==> config.mk <==
export PLATFORM = sky130hd
export DESIGN_NAME = disp_scan_capture
export DESIGN_NICKNAME = d
export VERILOG_FILES = /design/src/rtl/disp_scan_capture.sv
export SDC_FILE = /design/constraint.sdc
export NUM_CORES = 1
export LEC_CHECK = 0
export CORE_MARGIN = 2
export CORE_UTILIZATION = 57
export CTS_CLUSTER_DIAMETER = 200
export DETAILED_ROUTE_END_ITERATION = 8
export GPL_ROUTABILITY_DRIVEN = 0
export PLACE_DENSITY_LB_ADDON = 0.1
export SYNTH_ARGS = -nofsm -noshare
export SYNTH_HDL_FRONTEND = slang
export SYNTH_SLANG_ARGS = --single-unit
==> constraint.sdc <==
create_clock -name clk -period 7.63 [get_ports clk]
set_input_delay 0.763 -clock clk [delete_from_list [all_inputs] [get_ports clk]]
set_output_delay 0.763 -clock clk [all_outputs]
set_load 0.01 [all_outputs]
flops_by_reg.png
Other sequential cells in the stronger grey, the rest of the logic in the fainter grey.
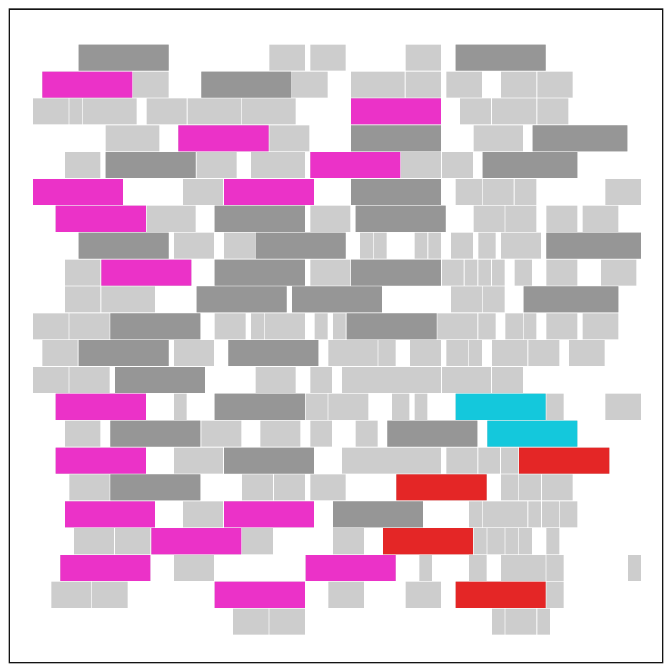
legend:
  Hexs:
    colour: magenta
    placed_flops: 16
  stab_reg:
    colour: red
    placed_flops: 4
  state_reg:
    colour: cyan
    placed_flops: 2
not coloured: 29
flop share of the area: 49.0%
register area: 1280 µm²
sequential logic power: 0.278 mW
Core Util, Final: 70.9%

clk_routes.png
The bar under the picture is 20 µm long.
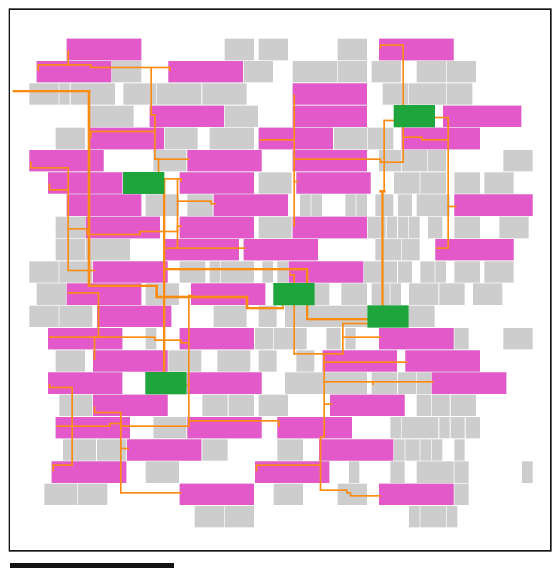
legend:
  flip-flops:
    colour: magenta
    count: 51
  clock wires:
    colour: orange
    length: 549 µm
  clock drivers:
    colour: green
    count: 5
routed clock nets: 6
Worst Skew: 0.00823 ns
Clk pwr share: 34.2%

congestion.png
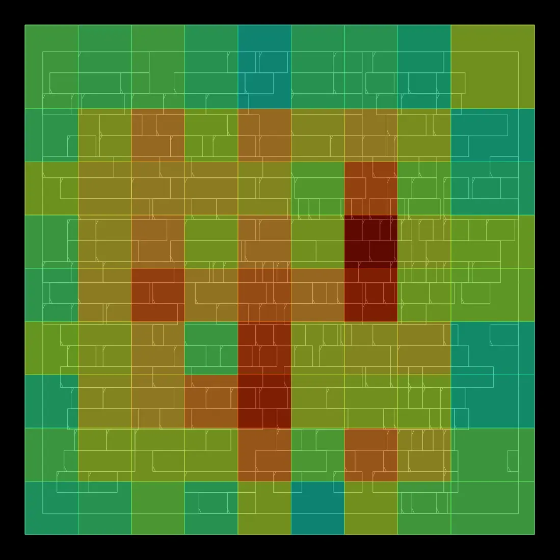
met3 usage in global routing: 4.43%
GRT Util Overall: 21.5%
Wirelength per Cell: 16.2 µm
met2 layer usage reported by global route: 35.2%
layer with the highest usage: met2

io_placement.png
Pins as bars across the die edge, other pins in grey.
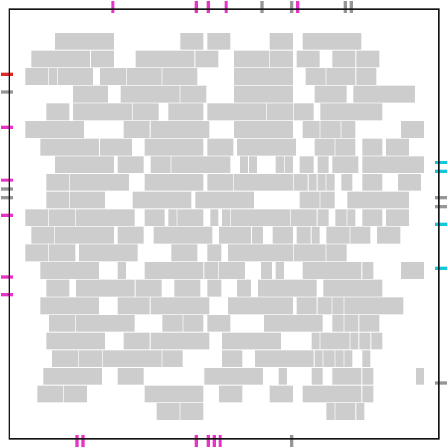
legend:
  digit_mask:
    colour: cyan
    pins: 4
    direction: output
    edge: east
  clk:
    colour: red
    pins: 1
    direction: input
    edge: west
  Hexs:
    colour: magenta
    pins: 16
    direction: output
    edge: 6 south, 5 north, 5 west
all pins by edge: 9 north, 9 west, 7 east, 7 south
Die H: 66.0 µm
Port Buffers: 30
Die X: 66.0 µm

==> Slide: Implementation Results <==
Synthesis and Place & Route Summary

Route
  • ANT nets after route: 0
  • Vias per Instance: 5.56
  • Drt total wl: 3.94 mm
  • First DRT Iteration DRCs: 71
  • Pre-Repair DR Iteration Count: 4
  • Routed vias: 1357
  • DRC viols: 0

Setup path
  • Slowest stage cell, crit path: a2111oi_4
  • Worst Path Arrival: 3.85 ns
  • WP depth: 6
  • R2R setup slack: 4.35 ns
  • Crit Path Class: primary input to register
  • Critical path, cell by cell: clkdlybuf4s50_1, xnor2_1, nand4_2, or4_4, a2111oi_4, mux2_2
  • Worst Path Buf+Inv: 1
  • Worst setup SP type: primary input
  • CP max stage delay: 1.12 ns
  • Worst setup EP type: register
  • Reg2Reg Depth: 5
  • Worst-path maximum fanout: 15
  • Crit path DRT: 7.83 ns
  • Top Family by Delay on Critical Path: AND-OR/OR-AND gates

Final layout
  • Synthesis-to-layout area growth: 19.2%
  • Inserted Diodes: 0
  • Layout cell share with drive strength beyond 1: 22.4%
  • # nets final: 207

Die
  • Die ar.: 4360 µm²
  • Row count: 22
  • # IOs: 32
  • Floorplan core density: 59.5%
  • Core ar.: 3690 µm²

CTS
  • CTS Buf Count: 5
  • CTS clk-pin slew, worst paths: 0.09 ns
  • Post-CTS resize count: 0
  • # hold bufs at CTS: 0
  • Max Buffers Root-to-Sink: 2
  • Worst-Skew Late Latency: 0.31 ns
  • H-tree depth: 2
  • TritonCTS clock tree: yes
  • Clock Root Buffer: clkbuf_8
  • Setup Buffers After CTS: 0
  • Clock Sinks: 51

STA
  • RSZ-0062 raised after global routing: no
  • Period utilisation layout: 47.8%
  • Final setup viols: 0
  • Worst slew pin tran: 1.21 ns
  • Setup TNS: 0 ns
  • Slew HR: 19.4%
  • Tmin final: 3.65 ns
  • Fin. Hold Viols: 0
  • Max Fclk: 274 MHz
  • Max-slew violation count: 0
  • Final WS setup: 3.98 ns
  • Fin Hold WS: 0.505 ns

Synthesis
  • Post-Syn Area: 2190 µm²
  • Ranking of synthesized cells by area: dfrtp_1, mux2_2, dfstp_2
  • Chip Area, Yosys: 2190 µm²
  • Max-area cell share: 53.6%
  • # Cells Yosys: 162
  • Top cells by count: dfrtp_1, mux2_2, nor2_1
  • EDFF count, synth: 0
  • Asr flop ratio synth: 100%
  • Count leader, synth: dfrtp_1
  • Sequential-to-total area share from yosys stat: 58.4%
  • YS warnings: 0
  • Commonest flop: dfrtp_1
  • Syn nets: 174
  • Gate Count Post-Synth: 162
  • Syn avg cell area: 13.5 µm²
  • Leading area contributor after synthesis: dfrtp_1
  • Synth unique cells: 34
  • Seq cells post-synth: 51

Power and ir drop
  • Peak supply drop: 0.000151 V
  • Switching share of total power: 23.0%
  • Total power: 0.452 mW
  • Part of the power in registers: 61.5%
  • Pint: 0.348 mW
  • Leakage power: 1.15 nW
  • Psw: 0.104 mW
  • Comb power frac: 4.3%
  • Cell Pwr Density: 173 nW/µm²

Hold path
  • Hold Path Class: register to register
  • Hold Crit Depth: 1

Global routing
  • Vias in the first global route: 1423
  • First-pass GRT wire length: 6.84 mm
  • Met1 Use GR: 27.8%
  • Largest net degree at the start of global routing: 52
  • GR Overflow Total: 0
  • Antenna violations before repair: 0

Job
  • Tool warnings: 27
  • Max-cap violation count: 0

Place
  • DP Wirelength: 2.79 mm
  • Pre-CTS WS: 3.64 ns

Outcome
  • Status: finished clean
## per-layer routing
metal  vias to the layer above  part of all wire [%]
met5                         -                     0
met4                         0                   2.0
met3                         9                   3.7
met2                        27                    49
met1                       678                    45
li1                        643                     -
## metrics by stage
stage          instances  instance area (µm²)
2_1_floorplan        162                 2190
3_3_place_gp         236                 2530
3_5_place_dp         236                 2530
4_1_cts              244                 2620
5_1_grt              244                 2620
6_report             244                 2620
## area by class of cell
cell class | instances | area (µm²)
clock buffers | 6 | 72.6
clock inverters | 2 | 16.3
fillers | 265 | 1070
inverters | 7 | 26.3
multi-input cells | 100 | 858
flip-flops and latches | 51 | 1280
well taps | 48 | 60.1
repair buffers | 30 | 300
## logic make-up after synthesis
group / after synthesis / synth area share (%)
buffers and inverters: 11 / 2.45
AOI/OAI and AO/OA: 20 / 8.33
and+or+nand+nor: 39 / 9.93
other: 1 / 0.171
muxes: 28 / 15.6
adders and majority gates: 2 / 1.14
DFF: 51 / 58.4
xor gates and xnor gates: 10 / 3.99
## cell usage in the layout (no fill, tap or decap), drive strengths merged, types with 2 or more instances in the layout
master	Yosys	final
dfrtp	47	47
clkdlybuf4s50	0	30
mux2	28	28
nor2	12	12
xnor2	10	10
inv	7	8
nand3	7	7
clkbuf	1	6
nand2	4	4
o21ai	4	4
o22ai	4	4
a2bb2oi	4	4
dfstp	4	4
nor4	3	3
nand4b	2	2
nor2b	2	2
or3	2	2
a2111oi	2	2
nor3	2	2
a21oi	2	2
ha	2	2
## power groups by stage
stage               clock network [mW]  logic (mW)  registers (mW)
finish                           0.155      0.0193           0.278
global route                     0.169      0.0218           0.278
CTS                              0.158      0.0197           0.278
detailed placement                   0      0.0196           0.283
global placement                     0      0.0190           0.283
floorplan                            0      0.0118           0.281
Power and IR drop assume default switching activity.
